`src/rtl/imem_loader_pkg.sv`:
```
// Shared definitions for the instruction-memory loader.
// Holds the bus widths, the byte-lane count and the loader state encoding.
package imem_loader_pkg;

   localparam int unsigned IMEM_ADDR_W    = 32;
   localparam int unsigned INSTR_W        = 32;
   localparam int unsigned BYTES_PER_WORD = 4;
   localparam int unsigned BYTE_CNT_W     = 2;

   // Loader states
   typedef logic [2:0] state_t;
   localparam state_t ST_IDLE = 3'd0;
   localparam state_t ST_LEN  = 3'd1;
   localparam state_t ST_DATA = 3'd2;
   localparam state_t ST_CSUM = 3'd3;
   localparam state_t ST_DONE = 3'd4;
   localparam state_t ST_ERR  = 3'd5;

endpackage : imem_loader_pkg

```
`src/rtl/byte_to_word_asm.sv`:
```
// Assembles little-endian 32-bit words from an accepted byte stream.
// Ports:
//   clk, reset     clock and synchronous active-low reset
//   clr            synchronous clear (new load); wins over byte_en
//   byte_en        a byte is accepted this cycle
//   byte_data      the accepted byte
//   word_o         assembled word, valid while word_done_o is high
//   word_done_o    combinational: this cycle's byte completes a word
module byte_to_word_asm
   import imem_loader_pkg::*;
(
   input  logic               clk,
   input  logic               reset,
   input  logic               clr,
   input  logic               byte_en,
   input  logic [7:0]         byte_data,
   output logic [INSTR_W-1:0] word_o,
   output logic               word_done_o
);

   logic [BYTE_CNT_W-1:0] cnt;
   // Only lanes 0..2 are stored; lane 3 comes straight from the completing byte.
   logic [INSTR_W-9:0]    shreg;

   // Byte counter and lane storage
   always_ff @(posedge clk) begin
      if (!reset || clr) begin
         cnt   <= '0;
         shreg <= '0;
      end else if (byte_en) begin
         case (cnt)
            2'd0:    shreg[7:0]   <= byte_data;
            2'd1:    shreg[15:8]  <= byte_data;
            2'd2:    shreg[23:16] <= byte_data;
            default: ;
         endcase
         cnt <= cnt + 2'd1;
      end
   end

   // Word completion is flagged in the cycle of the 4th byte so the loader can register the write at that edge.
   assign word_done_o = byte_en && !clr && (cnt == BYTE_CNT_W'(BYTES_PER_WORD - 1));
   assign word_o      = {byte_data, shreg};

endmodule : byte_to_word_asm

```
`src/rtl/imem_loader.sv`:
```
// Fills instruction memory from a byte stream: length word, N data words, XOR checksum.
// Holds the CPU in reset until the image is loaded and the checksum matches.
// Ports:
//   clk, reset            clock and synchronous active-low reset
//   start_i               begin a new load from any state
//   byte_data_i/valid_i   stream input; byte_ready_o is the handshake ready
//   wr_en_imem_o          one-cycle imem write strobe
//   addr_imem_o           imem byte address
//   wr_instr_imem_o       word to write
//   cpu_reset_o           active-low pipeline reset, high only after a good load
//   load_done_o           sticky: image loaded and checksum matched
//   load_err_o            sticky: length or checksum error
module imem_loader
   import imem_loader_pkg::*;
#(
   parameter logic [IMEM_ADDR_W-1:0] BASE_ADDR = 32'h0,
   parameter int unsigned            MAX_WORDS = 256
)(
   input  logic                   clk,
   input  logic                   reset,
   input  logic                   start_i,
   input  logic [7:0]             byte_data_i,
   input  logic                   byte_valid_i,
   output logic                   byte_ready_o,
   output logic                   wr_en_imem_o,
   output logic [IMEM_ADDR_W-1:0] addr_imem_o,
   output logic [INSTR_W-1:0]     wr_instr_imem_o,
   output logic                   cpu_reset_o,
   output logic                   load_done_o,
   output logic                   load_err_o
);

   localparam int unsigned CNT_W = $clog2(MAX_WORDS + 1);

   state_t                 state, state_d;
   logic                   ready_d, wr_en_d, cpu_reset_d, done_d, err_d;
   logic [IMEM_ADDR_W-1:0] addr_d;
   logic [INSTR_W-1:0]     instr_d;
   logic [INSTR_W-1:0]     csum, csum_d;
   logic [CNT_W-1:0]       word_cnt, word_cnt_d;
   logic [CNT_W-1:0]       len, len_d;

   logic                   byte_acc;
   logic [INSTR_W-1:0]     word;
   logic                   word_done;

   // A byte offered in the start cycle is dropped.
   assign byte_acc = byte_valid_i && byte_ready_o && !start_i;

   byte_to_word_asm u_asm (
      .clk         (clk),
      .reset       (reset),
      .clr         (start_i),
      .byte_en     (byte_acc),
      .byte_data   (byte_data_i),
      .word_o      (word),
      .word_done_o (word_done)
   );

   // State and registered outputs
   always_ff @(posedge clk) begin
      if (!reset) begin
         state           <= ST_IDLE;
         byte_ready_o    <= 1'b0;
         wr_en_imem_o    <= 1'b0;
         addr_imem_o     <= BASE_ADDR;
         wr_instr_imem_o <= '0;
         cpu_reset_o     <= 1'b0;
         load_done_o     <= 1'b0;
         load_err_o      <= 1'b0;
         csum            <= '0;
         word_cnt        <= '0;
         len             <= '0;
      end else begin
         state           <= state_d;
         byte_ready_o    <= ready_d;
         wr_en_imem_o    <= wr_en_d;
         addr_imem_o     <= addr_d;
         wr_instr_imem_o <= instr_d;
         cpu_reset_o     <= cpu_reset_d;
         load_done_o     <= done_d;
         load_err_o      <= err_d;
         csum            <= csum_d;
         word_cnt        <= word_cnt_d;
         len             <= len_d;
      end
   end

   // Next-state and next-output logic
   always_comb begin
      state_d     = state;
      wr_en_d     = 1'b0;
      // The address advances in the cycle after each write.
      addr_d      = wr_en_imem_o ? (addr_imem_o + IMEM_ADDR_W'(BYTES_PER_WORD)) : addr_imem_o;
      instr_d     = wr_instr_imem_o;
      cpu_reset_d = cpu_reset_o;
      done_d      = load_done_o;
      err_d       = load_err_o;
      csum_d      = csum;
      word_cnt_d  = word_cnt;
      len_d       = len;

      if (start_i) begin
         state_d     = ST_LEN;
         addr_d      = BASE_ADDR;
         cpu_reset_d = 1'b0;
         done_d      = 1'b0;
         err_d       = 1'b0;
         csum_d      = '0;
         word_cnt_d  = '0;
         len_d       = '0;
      end else begin
         case (state)
            ST_LEN: begin
               if (word_done) begin
                  len_d = CNT_W'(word);
                  if (word > INSTR_W'(MAX_WORDS)) begin
                     state_d = ST_ERR;
                     err_d   = 1'b1;
                  end else if (word == '0) begin
                     state_d = ST_CSUM;
                  end else begin
                     state_d = ST_DATA;
                  end
               end
            end
            ST_DATA: begin
               if (word_done) begin
                  wr_en_d    = 1'b1;
                  instr_d    = word;
                  csum_d     = csum ^ word;
                  word_cnt_d = word_cnt + CNT_W'(1);
                  if (word_cnt_d == len) begin
                     state_d = ST_CSUM;
                  end
               end
            end
            ST_CSUM: begin
               if (word_done) begin
                  if (word == csum) begin
                     state_d     = ST_DONE;
                     done_d      = 1'b1;
                     cpu_reset_d = 1'b1;
                  end else begin
                     state_d = ST_ERR;
                     err_d   = 1'b1;
                  end
               end
            end
            default: ;
         endcase
      end

      ready_d = (state_d == ST_LEN) || (state_d == ST_DATA) || (state_d == ST_CSUM);
   end

endmodule : imem_loader

```
`config.mk`:
```
export PLATFORM = sky130hd
export DESIGN_NAME = imem_loader
export DESIGN_NICKNAME = d
export VERILOG_FILES = /design/src/rtl/imem_loader_pkg.sv /design/src/rtl/byte_to_word_asm.sv /design/src/rtl/imem_loader.sv
export SDC_FILE = /design/constraint.sdc
export NUM_CORES = 1
export LEC_CHECK = 0
export CELL_PAD_IN_SITES_DETAIL_PLACEMENT = 1
export CELL_PAD_IN_SITES_GLOBAL_PLACEMENT = 1
export CORE_MARGIN = 3
export CORE_UTILIZATION = 44
export DETAILED_ROUTE_END_ITERATION = 10
export PLACE_DENSITY = 0.87
export SYNTH_ARGS = -nofsm -noshare
export SYNTH_HDL_FRONTEND = slang
export SYNTH_SLANG_ARGS = --single-unit
```
`constraint.sdc`:
```
create_clock -name clk -period 3.8 [get_ports clk]
set_input_delay 0.76 -clock clk [delete_from_list [all_inputs] [get_ports clk]]
set_output_delay 0.76 -clock clk [all_outputs]
set_load 0.005 [all_outputs]
```
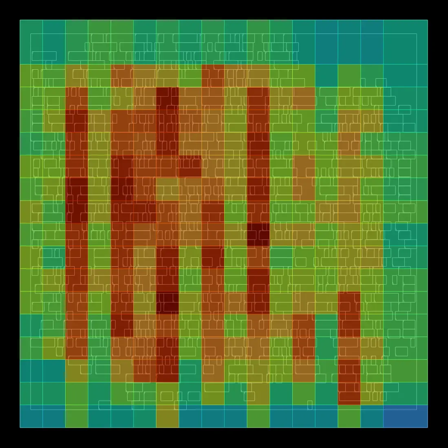
*Routing congestion map, run 1*
routed len/inst: 18.9 um
global-route track usage on met2: 43.6%
Global Route Usage Sum: 25.0%

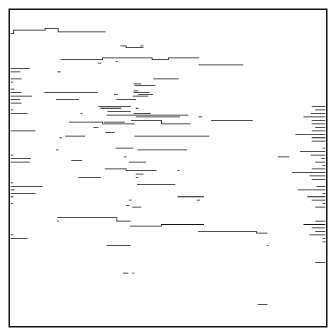
*Met3 routing, run 1*
wire length on this layer: 888 um
nets with wire on the layer: 94

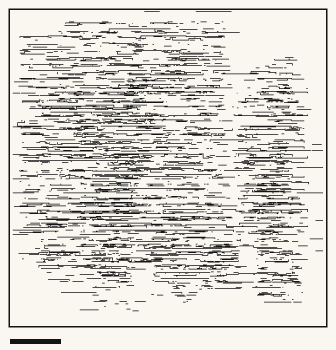
*Met1 routing, run 1*
Scale bar: 20 um.
nets with wire on the layer: 738
main direction: horizontal

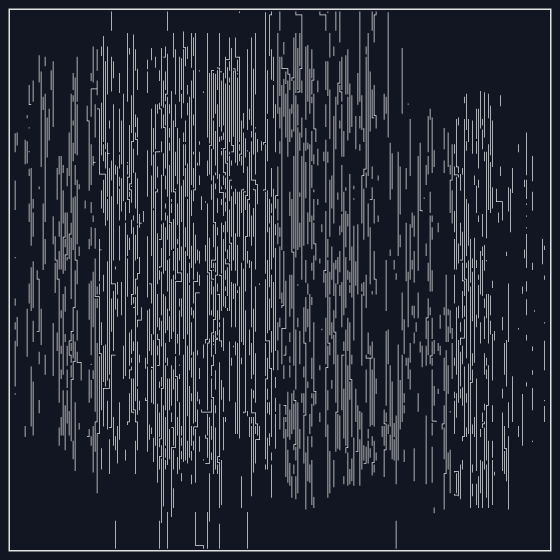
*Signal wires on met2, run 1*
main direction: vertical
wire length on this layer: 9490 um
nets with wire on the layer: 748
longest straight run: 58.1 um
share of all routed wire: 52%

==> Changelog: implementation, run 1 <==
## Flow update

* Outcome: completed
* Unique cell types at 43
* Die Span Y at 124 um
* Iter 0 DRT Violations at 350
* Register share of total power at 49.3%
* Mux share at 1.64%
* Flop count at 145
* Layout Utilization at 56.1%
* Layout cells sized above 1 at 4.75%
* Clk_buf instances at 25
* Critical Path Source Type: input port
* Final hold vios at 0
* Pre-CTS WS at 0.807 ns
* Hold wc startpoint: wr_instr_imem_o[21]
* Top-count cell post-synth: nand2_1
* # Taps at 176
* Power Clock at 1490 uW
* Clock Latency Late Sink at 0.43 ns
* Final worst slack at 1.20 ns
* CP top delay family: simple AND/OR/NAND/NOR gates
* Net count, final at 805
* Placeable core area at 0.0134 mm^2
* Yosys aoi share at 7.62%
* Post-layout instance area at 0.00752 mm^2
* Combinational share of cell area at 40.2%
* Setup tns final at 0 ns
* Gate Area at 0.00302 mm^2
* Leading cell kind: logic gates
* Final Skew at 0.00884 ns
* Die Width at 124 um
* GRT Residual Overflow at 0
* Min-delay worst type: reg -> reg
* Asr flop ratio synth at 0%
* IO Pins at 81
* RSZ-0062 raised after global routing: false
* IO buf count at 78
* TritonCTS clock tree: built
* Post-route ant nets at 0
* Chip area at 0.0153 mm^2
* YS warnings at 0
* Met2 Routed Length at 9490 um
* Half-perimeter wire length after placement at 12400 um
* Top pwr grp: sequential cells
==> run 2: changes to the inputs <==
--- a/config.mk
+++ b/config.mk
@@ -8,9 +8,9 @@
 export CELL_PAD_IN_SITES_DETAIL_PLACEMENT = 1
 export CELL_PAD_IN_SITES_GLOBAL_PLACEMENT = 1
 export CORE_MARGIN = 3
-export CORE_UTILIZATION = 44
+export CORE_UTILIZATION = 37
 export DETAILED_ROUTE_END_ITERATION = 10
-export PLACE_DENSITY = 0.87
+export PLACE_DENSITY = 0.78
 export SYNTH_ARGS = -nofsm -noshare
 export SYNTH_HDL_FRONTEND = slang
 export SYNTH_SLANG_ARGS = --single-unit
==> constraint.sdc (replaced) <==
create_clock -name clk -period 2.15 [get_ports clk]
set_input_delay 0.43 -clock clk [delete_from_list [all_inputs] [get_ports clk]]
set_output_delay 0.43 -clock clk [all_outputs]
set_load 0.005 [all_outputs]
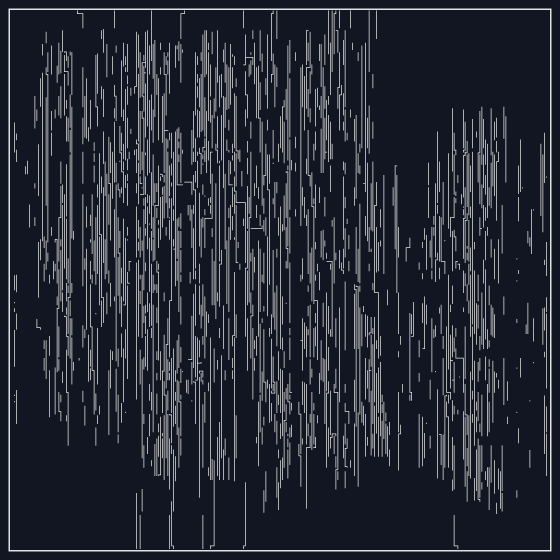
*Signal wires on met2, run 2*
main direction: vertical
wire length on this layer: 9300 um
share of all routed wire: 50%
longest straight run: 43.9 um

==> run 2 against run 1 <==
  * Largest power group is now the clock network
  * First-iteration DRC count is 46% lower
  * Sequential cell count stayed put
  * Critical path type unchanged
  * Design area is 7.0% higher
  * Die area is 18% higher
  * Critical endpoint is now byte_ready_o
  * Via count hardly changed
  * Total power is 98% higher
  * Combinational power is 110% higher
  * Register-to-register slack worse by 1.4 ns
  * Clock skew is 0.0024 ns lower
==> Changelog: implementation, run 2 <==
## Flow update

* Outcome: completed
* Setup tns final at 0 ns (unchanged)
* Half-perimeter wire length after placement at 13200 um (+6.5%)
* IO Pins at 81 (unchanged)
* # Taps at 216 (+23%)
* Top-count cell post-synth: nand2_1
* Clock Latency Late Sink at 0.43 ns (about the same)
* Die Span Y at 135 um (+8.6%)
* Final max-slew violation count at 0
* Critical Path Source Type: input port
* Mux share at 1.64% (unchanged)
* Top pwr grp: the clock network
* Pre-CTS WS at -0.273 ns (-1.08 ns)
* Chip area at 0.0181 mm^2 (+18%)
* GRT Residual Overflow at 0 (unchanged)
* Post-route ant nets at 0 (unchanged)
* Layout cells sized above 1 at 9.44% (+4.7 points)
* Flop count at 145 (unchanged)
* Clk_buf instances at 24 (-4.0%)
* Register share of total power at 44.0% (-5.3 points)
* YS warnings at 0 (unchanged)
* Net count, final at 842 (+4.6%)
* Power Clock at 3250 uW (+120%)
* Gate Area at 0.00303 mm^2 (+0.21%)
* Global Route Usage Sum at 21.2% (-3.8 points)
* Yosys aoi share at 7.62% (unchanged)
* IO buf count at 78 (unchanged)
* Leading cell kind: logic gates
* Final worst slack at 0.138 ns (-1.06 ns)
* Combinational share of cell area at 37.6% (-2.5 points)
* Clock buf/inv share at 8.09%
* Routed len/inst at 17.6 um (-6.9%)
* Post-layout instance area at 0.00805 mm^2 (+7.0%)
* Placeable core area at 0.0160 mm^2 (+19%)
* Asr flop ratio synth at 0% (unchanged)
* Hold wc startpoint: wr_instr_imem_o[19]
* CTS HTree Levels at 4
* Layout Utilization at 50.3% (-5.8 points)
* Post-CTS Setup Repair Bufs at 0
* GRT Max-Usage Layer: met2
* DR top layer: met4
* Final Skew at 0.00642 ns (-0.00242 ns)
* Final hold vios at 0 (unchanged)
Power figures rest on the tool's default switching activity, not on a simulated workload.
